==> src/rtl/tlul_arb_pkg.sv <==
// Shared types for the two-host TL-UL RAM arbiter.
// Holds the host index type, the fixed host numbering and the simplified
// single-beat TL-UL channel structs used on every port of the slice.
package tlul_arb_pkg;

   typedef logic [0:0] host_idx_t;

   localparam host_idx_t HostData  = 1'b0;
   localparam host_idx_t HostInstr = 1'b1;

   // Host-to-device: A-channel request plus D-channel ready.
   typedef struct packed {
      logic        a_valid;
      logic [2:0]  a_opcode;
      logic [2:0]  a_param;
      logic [1:0]  a_size;
      logic [7:0]  a_source;
      logic [31:0] a_address;
      logic [3:0]  a_mask;
      logic [31:0] a_data;
      logic        d_ready;
   } tl_h2d_t;

   // Device-to-host: D-channel response plus A-channel ready.
   typedef struct packed {
      logic        d_valid;
      logic [2:0]  d_opcode;
      logic [2:0]  d_param;
      logic [1:0]  d_size;
      logic [7:0]  d_source;
      logic        d_sink;
      logic [31:0] d_data;
      logic        d_error;
      logic        a_ready;
   } tl_d2h_t;

endpackage

==> src/rtl/tlul_arb_order_fifo.sv <==
// Order FIFO of host indices for requests in flight to the RAM.
// Ports:
//   clk_i, rst_i  clock, synchronous active-high reset
//   push_i        enqueue wdata_i (ignored when full)
//   pop_i         dequeue head (ignored when empty)
//   wdata_i       host index to enqueue
//   rdata_o       host index at the head
//   full_o        count == Depth
//   empty_o       count == 0
//   count_o       number of stored entries
// Pointers wrap modulo Depth, so Depth need not be a power of two.
module tlul_arb_order_fifo
   import tlul_arb_pkg::*;
#(
   parameter int unsigned Depth = 2,
   parameter int unsigned CntW  = $clog2(Depth + 1)
) (
   input  logic            clk_i,
   input  logic            rst_i,
   input  logic            push_i,
   input  logic            pop_i,
   input  host_idx_t       wdata_i,
   output host_idx_t       rdata_o,
   output logic            full_o,
   output logic            empty_o,
   output logic [CntW-1:0] count_o
);

   localparam int unsigned PtrW = (Depth > 1) ? $clog2(Depth) : 1;

   host_idx_t [Depth-1:0] mem_q, mem_d;
   logic [PtrW-1:0]       wptr_q, wptr_d;
   logic [PtrW-1:0]       rptr_q, rptr_d;
   logic [CntW-1:0]       cnt_q, cnt_d;
   logic                  do_push, do_pop;

   function automatic logic [PtrW-1:0] ptr_inc(input logic [PtrW-1:0] p);
      return (p == PtrW'(Depth - 1)) ? '0 : p + 1'b1;
   endfunction

   assign full_o  = (cnt_q == CntW'(Depth));
   assign empty_o = (cnt_q == '0);
   assign rdata_o = mem_q[rptr_q];
   assign count_o = cnt_q;

   always_comb begin
      mem_d   = mem_q;
      wptr_d  = wptr_q;
      rptr_d  = rptr_q;
      cnt_d   = cnt_q;
      do_push = push_i & ~full_o;
      do_pop  = pop_i & ~empty_o;
      if (do_push) begin
         mem_d[wptr_q] = wdata_i;
         wptr_d        = ptr_inc(wptr_q);
      end
      if (do_pop) begin
         rptr_d = ptr_inc(rptr_q);
      end
      case ({do_push, do_pop})
         2'b10:   cnt_d = cnt_q + 1'b1;
         2'b01:   cnt_d = cnt_q - 1'b1;
         default: cnt_d = cnt_q;
      endcase
   end

   always_ff @(posedge clk_i) begin
      if (rst_i) begin
         mem_q  <= '0;
         wptr_q <= '0;
         rptr_q <= '0;
         cnt_q  <= '0;
      end else begin
         mem_q  <= mem_d;
         wptr_q <= wptr_d;
         rptr_q <= rptr_d;
         cnt_q  <= cnt_d;
      end
   end

endmodule

==> src/rtl/tlul_ram_arbiter.sv <==
// Two-host TL-UL arbiter in front of a shared single-port RAM.
// Ports:
//   clk_i, rst_i   clock, synchronous active-high reset
//   tl_h_i/tl_h_o  host ports; [0] = data side, [1] = instruction side
//   tl_d_o/tl_d_i  device port to the RAM
//   outstanding_o  requests accepted but not yet answered
//   err_o          sticky: a response arrived with nothing in flight
// Responses are routed by an order FIFO of host indices, relying on the RAM
// answering in request order; a_source is passed through untouched.
module tlul_ram_arbiter
   import tlul_arb_pkg::*;
#(
   parameter int unsigned Depth     = 2,
   parameter bit          FixedPrio = 1'b0,
   parameter int unsigned CntW      = $clog2(Depth + 1)
) (
   input  logic                clk_i,
   input  logic                rst_i,
   input  tl_h2d_t [1:0]       tl_h_i,
   output tl_d2h_t [1:0]       tl_h_o,
   output tl_h2d_t             tl_d_o,
   input  tl_d2h_t             tl_d_i,
   output logic [CntW-1:0]     outstanding_o,
   output logic                err_o
);

   host_idx_t gnt_q, gnt_d;
   logic      lock_q, lock_d;
   host_idx_t rr_q, rr_d;
   logic      err_q, err_d;

   logic      [1:0] valid;
   host_idx_t winner;
   tl_h2d_t   req;
   logic      a_valid_out, d_ready_out, accept, pop, set_err;
   logic      full, empty;
   host_idx_t head;

   tlul_arb_order_fifo #(
      .Depth (Depth),
      .CntW  (CntW)
   ) u_order_fifo (
      .clk_i   (clk_i),
      .rst_i   (rst_i),
      .push_i  (accept),
      .pop_i   (pop),
      .wdata_i (winner),
      .rdata_o (head),
      .full_o  (full),
      .empty_o (empty),
      .count_o (outstanding_o)
   );

   always_comb begin
      valid = {tl_h_i[1].a_valid, tl_h_i[0].a_valid};

      // With no candidate the winner falls back to host 0 so the device
      // port mirrors host 0's fields.
      winner = HostData;
      if (lock_q) begin
         winner = gnt_q;
      end else if (FixedPrio) begin
         winner = (valid[0] || !valid[1]) ? HostData : HostInstr;
      end else if (valid[rr_q]) begin
         winner = rr_q;
      end else if (valid[~rr_q]) begin
         winner = ~rr_q;
      end

      req         = tl_h_i[winner];
      a_valid_out = req.a_valid & ~full & ~rst_i;
      accept      = a_valid_out & tl_d_i.a_ready;

      tl_h_o[0]         = tl_d_i;
      tl_h_o[1]         = tl_d_i;
      tl_h_o[0].a_ready = 1'b0;
      tl_h_o[1].a_ready = 1'b0;
      tl_h_o[0].d_valid = 1'b0;
      tl_h_o[1].d_valid = 1'b0;
      tl_h_o[winner].a_ready = tl_d_i.a_ready & ~full & ~rst_i;

      // Empty FIFO: swallow any stray response and flag it.
      pop     = 1'b0;
      set_err = 1'b0;
      if (!empty) begin
         tl_h_o[head].d_valid = tl_d_i.d_valid & ~rst_i;
         d_ready_out          = tl_h_i[head].d_ready & ~rst_i;
         pop                  = tl_d_i.d_valid & d_ready_out;
      end else begin
         d_ready_out = ~rst_i;
         set_err     = tl_d_i.d_valid;
      end

      tl_d_o         = req;
      tl_d_o.a_valid = a_valid_out;
      tl_d_o.d_ready = d_ready_out;

      gnt_d  = winner;
      lock_d = lock_q;
      if (accept) begin
         lock_d = 1'b0;
      end else if (req.a_valid && !tl_d_i.a_ready) begin
         lock_d = 1'b1;
      end

      rr_d = rr_q;
      if (accept && !FixedPrio) begin
         rr_d = ~winner;
      end

      err_d = err_q | set_err;
   end

   always_ff @(posedge clk_i) begin
      if (rst_i) begin
         gnt_q  <= HostData;
         lock_q <= 1'b0;
         rr_q   <= HostData;
         err_q  <= 1'b0;
      end else begin
         gnt_q  <= gnt_d;
         lock_q <= lock_d;
         rr_q   <= rr_d;
         err_q  <= err_d;
      end
   end

   assign err_o = err_q;

endmodule
==> config.mk <==
export PLATFORM = sky130hd
export DESIGN_NAME = tlul_ram_arbiter
export DESIGN_NICKNAME = d
export VERILOG_FILES = /design/src/rtl/tlul_arb_pkg.sv /design/src/rtl/tlul_arb_order_fifo.sv /design/src/rtl/tlul_ram_arbiter.sv
export SDC_FILE = /design/constraint.sdc
export NUM_CORES = 1
export LEC_CHECK = 0
export CAP_MARGIN = 5
export CELL_PAD_IN_SITES_DETAIL_PLACEMENT = 1
export CELL_PAD_IN_SITES_GLOBAL_PLACEMENT = 1
export CORE_AREA = 5 5 159 161
export CTS_CLUSTER_DIAMETER = 120
export DETAILED_ROUTE_END_ITERATION = 8
export DIE_AREA = 0 0 164 166
export MAX_ROUTING_LAYER = met4
export PLACE_DENSITY_LB_ADDON = 0.25
export SLEW_MARGIN = 30
export SYNTH_ARGS = -nofsm -noshare
export SYNTH_HDL_FRONTEND = slang
export SYNTH_SLANG_ARGS = --single-unit
==> constraint.sdc <==
create_clock -name clk_i -period 2.35 [get_ports clk_i]
set_input_delay 0.47 -clock clk_i [delete_from_list [all_inputs] [get_ports clk_i]]
set_output_delay 0.47 -clock clk_i [all_outputs]
set_load 0.03 [all_outputs]
**Run 1: met1 routing**

Scale: 3 px per um. Supply wires on this layer in gray. Cells faint in the background.
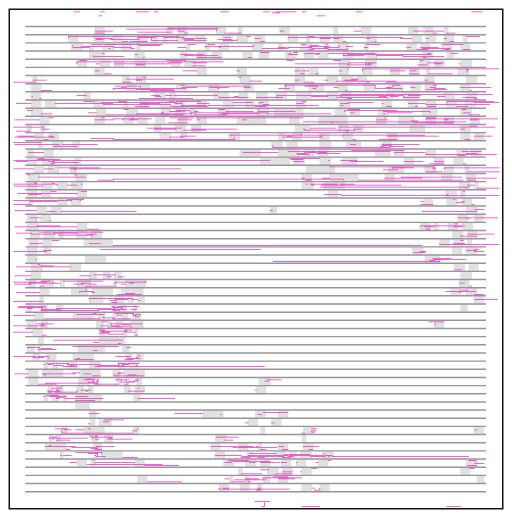
longest straight run: 103 um
nets with wire on the layer: 549
wire length on this layer: 5230 um
share of all routed wire: 37%

**Run 1: metal 3**

Scale: 2 px per um. Cells faint in the background.
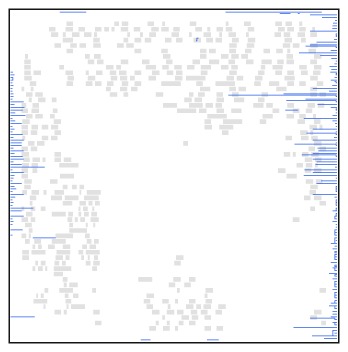
longest straight run: 53.8 um
share of all routed wire: 6.9%

==> metrics.cfg, run 1 <==
[drt]
via_per_inst=3.259
firstDrtPassIters=4
initialDrtViolationCount=24

[power_and_ir_drop]
maxPowerGroup=combinational cells

[die]
die_width_um=164
die_y_um=166

[cells_and_area]
comb_area_share_pct=27.02
fillCellCount=2799

[worst_setup_path]
cp.arrival_ns=1.81
path_class=primary input to output pin
slowest_delay_ns=0.32
startpoint_type=primary input

[final_timing]
period_needed_ns=2.284
timing.final.crit_share_pct=97.19
setup_tns_ns=0

[clock_network]
numCtsBuffers=3
cts_sinks=10

[placement]
dpl.cell_count=758
dp_hpwl_mm=11.27

[synthesis]
syn-num-nets=483
synth_cells=256
ys.flop_type=dfxtp_1

[global_route]
met1_usage_pct=10.48
track_usage_pct=9.766
grt_max_degree=17
grt_pass1_wl_mm=19.46

[status]
status=finished clean

**Run 1: M4 wires**

Scale: 3 px per um. Supply wires on this layer in gray.
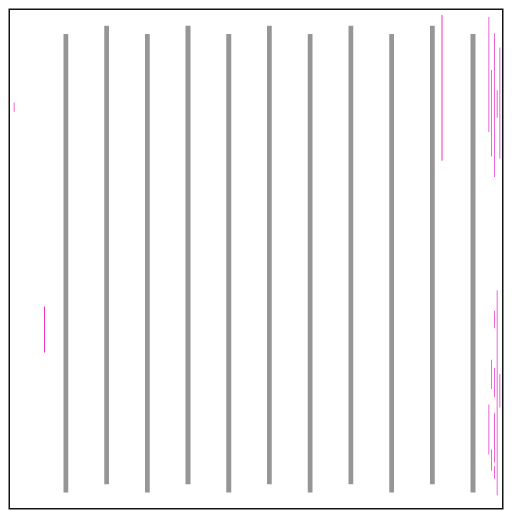
longest straight run: 68.0 um
wire length on this layer: 373 um
share of all routed wire: 2.7%

## Run 2: what changed since run 1
--- a/config.mk
+++ b/config.mk
@@ -14,6 +14,7 @@
 export DIE_AREA = 0 0 164 166
 export MAX_ROUTING_LAYER = met4
 export PLACE_DENSITY_LB_ADDON = 0.25
+export REMOVE_ABC_BUFFERS = 1
 export SLEW_MARGIN = 30
 export SYNTH_ARGS = -nofsm -noshare
 export SYNTH_HDL_FRONTEND = slang
**Run 2: wiring by layer**

Scale: 3 px per um. Only two layers are drawn.
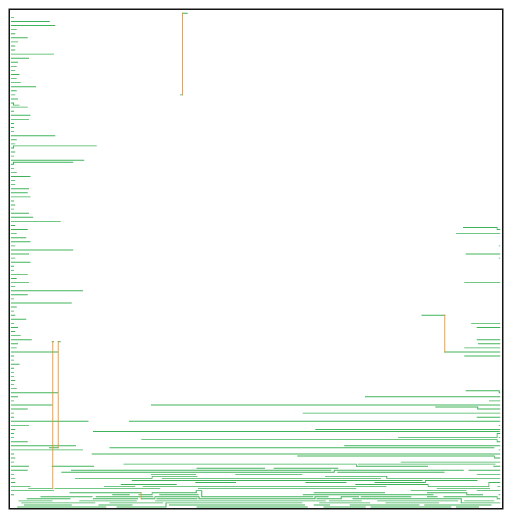
legend:
  met4:
    color: orange
    wire_length: 126 um
  met3:
    color: green
    wire_length: 3990 um

==> metrics.cfg, run 2 <==
[placement]
dpl.cell_count=755  ; -0.40%
dp_hpwl_mm=15.88  ; +41%

[global_route]
track_usage_pct=13.63  ; +3.9 points
met1_usage_pct=14.61  ; +4.1 points
grt_pass1_wl_mm=25.51  ; +31%
grt_max_degree=10  ; -7

[worst_setup_path]
startpoint_type=primary input
cp.arrival_ns=1.86  ; +0.05 ns
path_class=primary input to output pin

[flow_run]
warnings=27

[synthesis]
yosys_area_um2=2333
ys.flop_type=dfxtp_1
topCellsByArea=mux2_2, buf_4, dfxtp_1
synth_cells=256  ; unchanged

[cells_and_area]
comb_area_share_pct=26.55  ; -0.48 points
fillCellCount=2766  ; -1.2%
area_delta_synth_final_pct=137.3
logic_area_um2=1470

[final_timing]
setup_tns_ns=0  ; unchanged
period_needed_ns=2.333  ; +0.04876 ns
timing.final.crit_share_pct=99.26  ; +2.1 points

[drt]
firstDrtPassIters=4  ; unchanged
vias=2733
via_per_inst=3.504  ; +7.5%
initialDrtViolationCount=96  ; +300%

[die]
ios=419
die_width_um=164  ; unchanged
num_rows=57

[clock_network]
cts_sinks=10  ; unchanged
numCtsBuffers=3  ; unchanged

[power_and_ir_drop]
maxPowerGroup=combinational cells

[status]
status=finished clean

**Run 2: I/O pins on the die edge**

Scale: 2 px per um. Pins as bars across the die edge, other pins in gray.
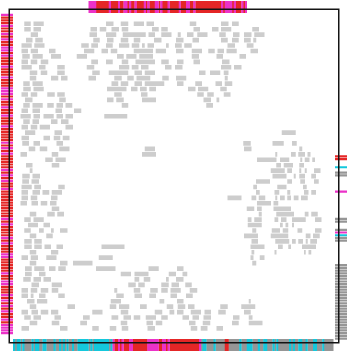
legend:
  `tl_d_o`:
    color: magenta
    pins: 86
    direction: output
    edge: 41 left, 28 top, 15 bottom, 2 right
  `tl_d_i`:
    color: cyan
    pins: 52
    direction: input
    edge: 50 bottom, 2 right
  `tl_h_i`:
    color: red
    pins: 172
    direction: input
    edge: 77 left, 58 top, 35 bottom, 2 right
all pins by edge: 174 bottom, 118 left, 86 top, 41 right

## Run 3: what changed since run 2
--- a/config.mk
+++ b/config.mk
@@ -19,3 +19,4 @@
 export SYNTH_ARGS = -nofsm -noshare
 export SYNTH_HDL_FRONTEND = slang
 export SYNTH_SLANG_ARGS = --single-unit
+export TNS_END_PERCENT = 50
**Run 3: met1 routing**

Scale: 3 px per um. Supply wires on this layer in gray. Cells faint in the background.
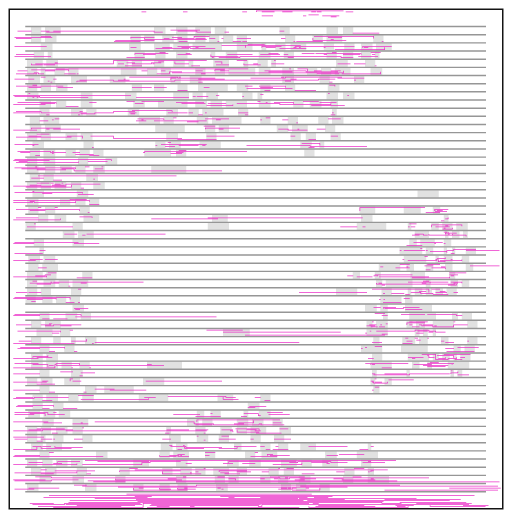
longest straight run: 142 um
nets with wire on the layer: 591

==> metrics.cfg, run 3 <==
[status]
status=finished clean

[die]
ios=419  ; unchanged
core_area_um2=23820
num_rows=57  ; unchanged
die_y_um=166

[worst_setup_path]
path_class=primary input to output pin
startpoint_type=primary input
cp.arrival_ns=1.84  ; -0.02 ns
critPathSlowestCell=mux2_2

[clock_network]
cts_buffer_depth=2
numCtsBuffers=3  ; unchanged
cts_sinks=10  ; unchanged

[global_route]
grt_max_degree=11  ; +1
track_usage_pct=13.54  ; -0.090 points
met1_usage_pct=14.61  ; unchanged

[cells_and_area]
area_delta_synth_final_pct=137.2  ; about the same
logic_area_um2=1429  ; -2.8%
comb_area_share_pct=25.82  ; -0.73 points
fillCellCount=2759  ; -0.25%

[placement]
io_buffers=268
pre_cts_ws_ns=-0.7042
dp_hpwl_mm=15.88  ; unchanged
dpl.cell_count=755  ; unchanged

[drt]
via_per_inst=3.504  ; about the same
firstDrtPassIters=3  ; -1
wl_mm=19.42
initialDrtViolationCount=103  ; +7.3%
vias=2740  ; +0.26%

[synthesis]
netlist_area_um2=2333
yosys_warnings=0
yosys_area_um2=2333  ; unchanged
topCellsByArea=mux2_2, buf_4, dfxtp_1
common_cells=buf_4, mux2_2, dfxtp_1, nor2_1, a21oi_1
ys.flop_type=dfxtp_1
synth_cells=256  ; unchanged
ys_sh_simple_pct=7.453

[final_timing]
period_needed_ns=2.310  ; -0.02303 ns
setup_tns_ns=0  ; unchanged

[power_and_ir_drop]
combPwrFrac_pct=74.4
maxPowerGroup=combinational cells

[flow_run]
warnings=27  ; unchanged

**Run 3: wiring by layer**

Scale: 3 px per um. Only two layers are drawn.
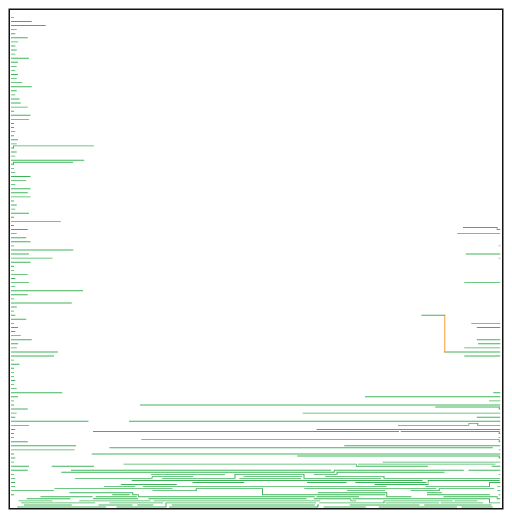
legend:
  met3:
    color: green
    wire_length: 3960 um
  met4:
    color: orange
    wire_length: 12.2 um

